**Signal wires on met1**

Scale bar: 50 um. Cells faint in the background.
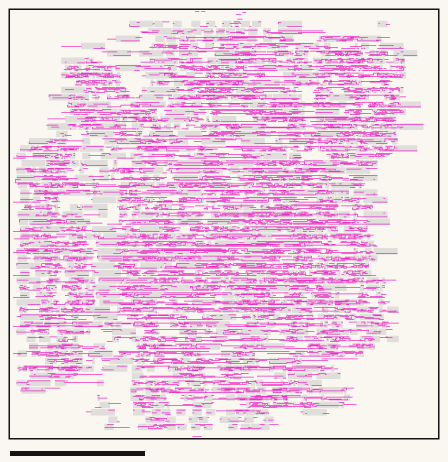
**Signal wires on met2**

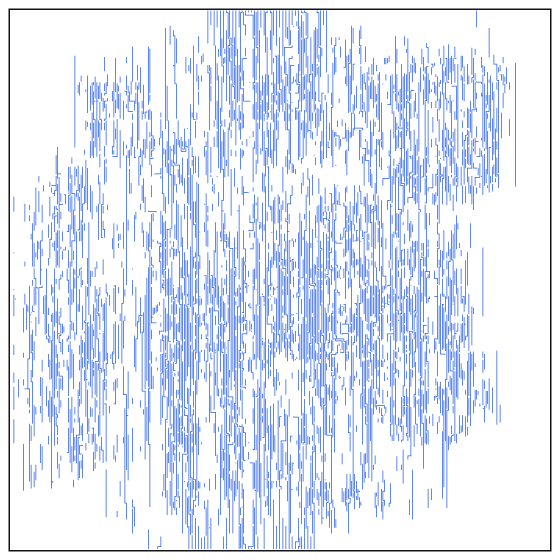
**M3 wires**

Scale bar: 50 um.
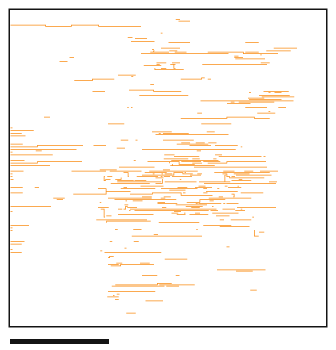
**The metal 4 layer**

Scale bar: 50 um.
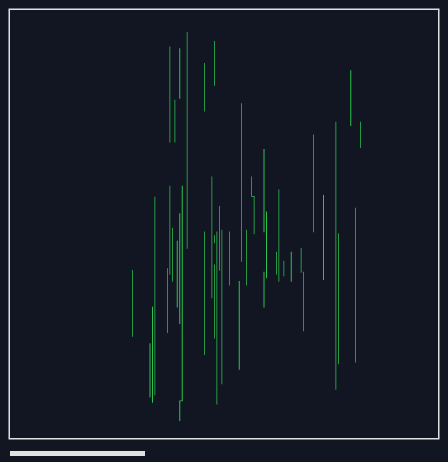
**The clock network**

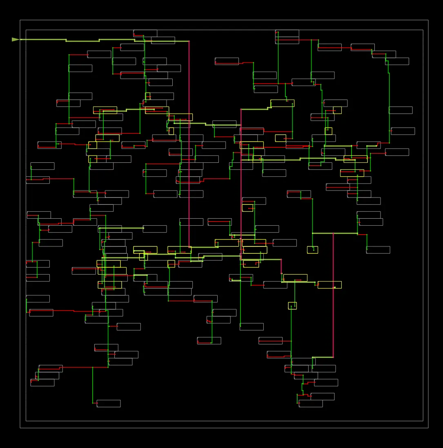
## src/rtl/stepper_pkg.sv

```systemverilog
// rtl/stepper_pkg.sv - shared types and constants for the stepper move sequencer
package stepper_pkg;

    typedef enum logic [1:0] {
        ST_IDLE,
        ST_RUN,
        ST_HOLD,
        ST_DONE
    } state_t;

    localparam int DEF_CNT_W        = 16;
    localparam int DEF_PER_W        = 16;
    localparam int DEF_POS_W        = 24;
    localparam int MIN_PERIOD_FLOOR = 2;

endpackage

```

## src/rtl/step_timer.sv

```systemverilog
// rtl/step_timer.sv - loadable step-period down-counter with expire pulse
module step_timer #(
    parameter int PER_W = 16
) (
    input  logic             clk,
    input  logic             reset_n,
    input  logic             en,
    input  logic             load,
    input  logic [PER_W-1:0] load_val,
    output logic             expire
);

    logic [PER_W-1:0] cnt;

    // Expires on the count of 1 so the registered step pulse lands exactly one period after a load.
    assign expire = en && (cnt == PER_W'(1));

    always_ff @(posedge clk or negedge reset_n) begin
        if (!reset_n) begin
            cnt <= '0;
        end else if (load) begin
            cnt <= load_val;
        end else if (en && (cnt != '0)) begin
            cnt <= cnt - PER_W'(1);
        end
    end

endmodule

```

## src/rtl/stepper_move_ctrl.sv

```systemverilog
// rtl/stepper_move_ctrl.sv - move sequencer with linear accel/decel ramp and position tracking
module stepper_move_ctrl
    import stepper_pkg::*;
#(
    parameter int CNT_W       = DEF_CNT_W,
    parameter int PER_W       = DEF_PER_W,
    parameter int POS_W       = DEF_POS_W,
    parameter int RAMP_STEP   = 8,
    parameter int HOLD_CYCLES = 1000
) (
    input  logic             clk,
    input  logic             reset_n,
    input  logic             cmd_valid,
    output logic             cmd_ready,
    input  logic             cmd_dir,
    input  logic [CNT_W-1:0] cmd_steps,
    input  logic [PER_W-1:0] cmd_start_period,
    input  logic [PER_W-1:0] cmd_min_period,
    input  logic             abort,
    output logic             step_pulse,
    output logic             step_dir,
    output logic             busy,
    output logic             done,
    output logic             aborted,
    output logic [POS_W-1:0] position,
    output logic [CNT_W-1:0] steps_left
);

    localparam int HC_W = (HOLD_CYCLES > 1) ? $clog2(HOLD_CYCLES) : 1;
    localparam logic [PER_W-1:0] FLOOR_P = PER_W'(MIN_PERIOD_FLOOR);
    localparam logic [PER_W:0]   RAMP_W  = (PER_W+1)'(RAMP_STEP);

    state_t           state;
    logic [PER_W-1:0] min_p;
    logic [PER_W-1:0] start_p;
    logic [PER_W-1:0] cur_period;
    logic [CNT_W-1:0] ramp_cnt;
    logic [HC_W-1:0]  hold_cnt;
    logic             aborted_lat;

    logic             accept;
    logic             tmr_expire;
    logic             expire_run;
    logic             tmr_load;
    logic [PER_W-1:0] tmr_val;
    logic [PER_W-1:0] cmd_min_c;
    logic [PER_W-1:0] cmd_start_c;
    logic [CNT_W-1:0] steps_dec;
    logic [PER_W:0]   up_sum;
    logic [PER_W:0]   dn_lim;
    logic [PER_W-1:0] next_period;
    logic [CNT_W-1:0] next_ramp;

    assign accept     = cmd_valid && cmd_ready;
    assign expire_run = tmr_expire && (state == ST_RUN) && (steps_left != '0);
    assign cmd_min_c   = (cmd_min_period < FLOOR_P) ? FLOOR_P : cmd_min_period;
    assign cmd_start_c = (cmd_start_period < cmd_min_c) ? cmd_min_c : cmd_start_period;
    assign steps_dec  = steps_left - CNT_W'(1);
    assign up_sum     = {1'b0, cur_period} + RAMP_W;
    assign dn_lim     = {1'b0, min_p} + RAMP_W;
    assign tmr_load   = accept || expire_run;
    assign tmr_val    = accept ? (cmd_start_c - PER_W'(1)) : next_period;

    // Decelerate once the remaining steps fit inside the ramp already climbed, so the ramp mirrors.
    always_comb begin
        next_period = cur_period;
        next_ramp   = ramp_cnt;
        if (steps_dec <= ramp_cnt) begin
            next_period = (up_sum > {1'b0, start_p}) ? start_p : up_sum[PER_W-1:0];
            next_ramp   = (ramp_cnt == '0) ? '0 : ramp_cnt - CNT_W'(1);
        end else if (cur_period > min_p) begin
            next_period = ({1'b0, cur_period} < dn_lim) ? min_p : cur_period - PER_W'(RAMP_STEP);
            next_ramp   = ramp_cnt + CNT_W'(1);
        end
    end

    step_timer #(.PER_W(PER_W)) u_step_timer (
        .clk      (clk),
        .reset_n  (reset_n),
        .en       (state == ST_RUN),
        .load     (tmr_load),
        .load_val (tmr_val),
        .expire   (tmr_expire)
    );

    always_ff @(posedge clk or negedge reset_n) begin
        if (!reset_n) begin
            state       <= ST_IDLE;
            cmd_ready   <= 1'b1;
            step_pulse  <= 1'b0;
            step_dir    <= 1'b0;
            busy        <= 1'b0;
            done        <= 1'b0;
            aborted     <= 1'b0;
            position    <= '0;
            steps_left  <= '0;
            min_p       <= '0;
            start_p     <= '0;
            cur_period  <= '0;
            ramp_cnt    <= '0;
            hold_cnt    <= '0;
            aborted_lat <= 1'b0;
        end else begin
            step_pulse <= 1'b0;
            done       <= 1'b0;
            aborted    <= 1'b0;
            case (state)
                ST_IDLE: begin
                    if (accept) begin
                        step_dir    <= cmd_dir;
                        min_p       <= cmd_min_c;
                        start_p     <= cmd_start_c;
                        cur_period  <= cmd_start_c;
                        ramp_cnt    <= '0;
                        steps_left  <= cmd_steps;
                        aborted_lat <= 1'b0;
                        cmd_ready   <= 1'b0;
                        if (cmd_steps == '0) begin
                            state <= ST_DONE;
                            done  <= 1'b1;
                        end else begin
                            state <= ST_RUN;
                            busy  <= 1'b1;
                        end
                    end
                end
                ST_RUN: begin
                    if (steps_left == '0) begin
                        state    <= ST_HOLD;
                        hold_cnt <= '0;
                    end else if (expire_run) begin
                        step_pulse <= 1'b1;
                        steps_left <= steps_dec;
                        position   <= position + (step_dir ? POS_W'(1) : {POS_W{1'b1}});
                        cur_period <= next_period;
                        ramp_cnt   <= next_ramp;
                        // An abort landing on the final step leaves a normal completion.
                        if (abort && (steps_dec != '0)) begin
                            state       <= ST_HOLD;
                            hold_cnt    <= '0;
                            aborted_lat <= 1'b1;
                        end
                    end else if (abort) begin
                        state       <= ST_HOLD;
                        hold_cnt    <= '0;
                        aborted_lat <= 1'b1;
                    end
                end
                ST_HOLD: begin
                    if (hold_cnt == HC_W'(HOLD_CYCLES - 1)) begin
                        state   <= ST_DONE;
                        done    <= 1'b1;
                        aborted <= aborted_lat;
                        busy    <= 1'b0;
                    end else begin
                        hold_cnt <= hold_cnt + HC_W'(1);
                    end
                end
                ST_DONE: begin
                    state     <= ST_IDLE;
                    cmd_ready <= 1'b1;
                end
                default: begin
                    state     <= ST_IDLE;
                    cmd_ready <= 1'b1;
                    busy      <= 1'b0;
                end
            endcase
        end
    end

endmodule

```

## config.mk

```make
export PLATFORM = sky130hd
export DESIGN_NAME = stepper_move_ctrl
export DESIGN_NICKNAME = d
export VERILOG_FILES = /design/src/rtl/stepper_pkg.sv /design/src/rtl/step_timer.sv /design/src/rtl/stepper_move_ctrl.sv
export SDC_FILE = /design/constraint.sdc
export NUM_CORES = 1
export LEC_CHECK = 0
export CORE_MARGIN = 2
export CORE_UTILIZATION = 50
export CTS_CLUSTER_DIAMETER = 150
export DETAILED_ROUTE_END_ITERATION = 10
export PLACE_DENSITY = 0.79
export SLEW_MARGIN = 20
export SYNTH_ARGS = -nofsm -noshare
export SYNTH_HDL_FRONTEND = slang
export SYNTH_SLANG_ARGS = --single-unit
```

## constraint.sdc

```tcl
create_clock -name clk -period 10.4 [get_ports clk]
set_input_delay 2.6 -clock clk [delete_from_list [all_inputs] [get_ports clk]]
set_output_delay 2.6 -clock clk [all_outputs]
set_load 0.02 [all_outputs]
```

==> notes.md <==
flow finished, numbers: status=complete, no violations, worst slew pin tran=0.975 ns, Synth async-reset ratio=100%, initial antenna violation count=0, final hold vios=0, Core Footprint=23500 um2, CTS Buf Count=17, Placed Instances=roughly 1.8k, Synth Register Bits=approximately 140, Max Used Layer=met4, metal2 WL=16.6 mm, yosys cell count=1475, Sink Count=approximately 140, fa+ha+maj area frac=between 10% and 20%, post-synthesis cell area=12000 um2, crit path cell chain=clkdlybuf4s50_1 > or3_1 > nand3b_1 > o21bai_1 > inv_1 > ha_1 > o211ai_1 > a2111oi_0 > o31a_1 > nor2_4 > mux2i_1 > ha_1 > inv_1 > or3_1 > xnor2_1 > nand2_1 > nand3_1 > o311ai_0 > o21a_1, NumNets Final=1703, clk root buf=clkbuf_16, Commonest flop=dfrtp_1, XORs/XNORs by Area=6.28%, setup bufs post-CTS=0, Final non-clock buffer share=under 10%, Die Area=25200 um2, IO Port Bufs=about 100, register share of total power=between 20 and 25%, Sw Share=between 50% and 60%, hold slack final=0.480 ns, CTS tree=yes, GR Util met2=between 40% and 50%, Post-Place Worst Slack=2.74 ns
## Picture notes: 'signal wires on met1'
wire length on this layer	15100 um
longest straight run	35.4 um
nets with wire on the layer	1612

## Picture notes: 'signal wires on met2'
wire length on this layer	16600 um
share of all routed wire	46%

## Picture notes: 'M3 wires'
longest straight run	46.9 um
nets with wire on the layer	188
main direction	horizontal
wire length on this layer	2770 um
share of all routed wire	7.7%
Total Routed Length: 35.9 mm
Via Count: 11.6k
GR Layer Usage met3: 5.72%

## Picture notes: 'the metal 4 layer'
longest straight run	99.3 um
main direction	vertical
nets with wire on the layer	41
share of all routed wire	4.0%
wire length on this layer	1440 um

## Picture notes: 'the clock network'
Skew-Pair Late Insertion Delay: 0.44 ns
Clk power: 0.620 mW
flop count: 139

==> sequential cells by signal (all words and copies together) (netlist names) <==
register,cells
step_pulse,1
steps_left,16
cur_period,16
u_step_timer.cnt,16
step_dir,1
hold_cnt,10
cmd_ready,1
min_p,16
done,1
aborted_lat,1
busy,1
ramp_cnt,16
start_p,16
position,24
aborted,1
state,2
==> power groups by stage <==
stage,sequential [mW],combinational (mW),clock [mW]
floorplan,0.956,2.19,0
global placement,1.04,2.83,0
detailed placement,1.05,2.90,0
CTS,1.04,2.94,0.624
global route,1.08,3.31,0.646
finish,1.05,3.02,0.620
==> synthesized netlist by cell type (6+ instances only) <==
cell type	instances	area (um2)
mux2_2	9	101
a31oi_1	16	100
nand3b_1	8	60.1
nand2_1	185	694
xor2_1	30	263
a21o_1	14	105
nor4_1	25	156
o221ai_1	21	184
o22ai_1	12	75.1
and3_1	19	119
mux2i_1	37	370
o211ai_1	17	128
or3_1	13	81.3
inv_1	101	379
clkbuf_1	58	218
xnor2_1	56	490
o21a_1	13	97.6
and2_1	7	43.8
or4_1	8	60.1
nor2_1	93	349
o31ai_1	14	105
a211oi_1	17	128
dfrtp_1	138	3450
nor3_1	37	185
nand3_1	48	240
buf_2	6	30.0
ha_1	114	1430
a21oi_1	87	435
nand2b_1	10	62.6
o21ai_0	120	601
nand4_1	31	194
a22o_1	9	78.8
or2_2	7	43.8
==> worst paths after layout <==
check,slack [ns],from,endpoint,depth (start not counted)
setup / recovery,3.14,cmd_min_period[4],u_step_timer.cnt[6],19
hold / removal,0.48,start_p[3],start_p[3],2
setup reg to reg,5.34,steps_left[4],ramp_cnt[15],16
hold reg to reg,0.48,start_p[3],start_p[3],2
max in group asynchronous,7.02,reset_n,cur_period[15],3
min in group asynchronous,2.16,reset_n,ramp_cnt[8],1
Power is estimated from default activity; no workload was simulated.
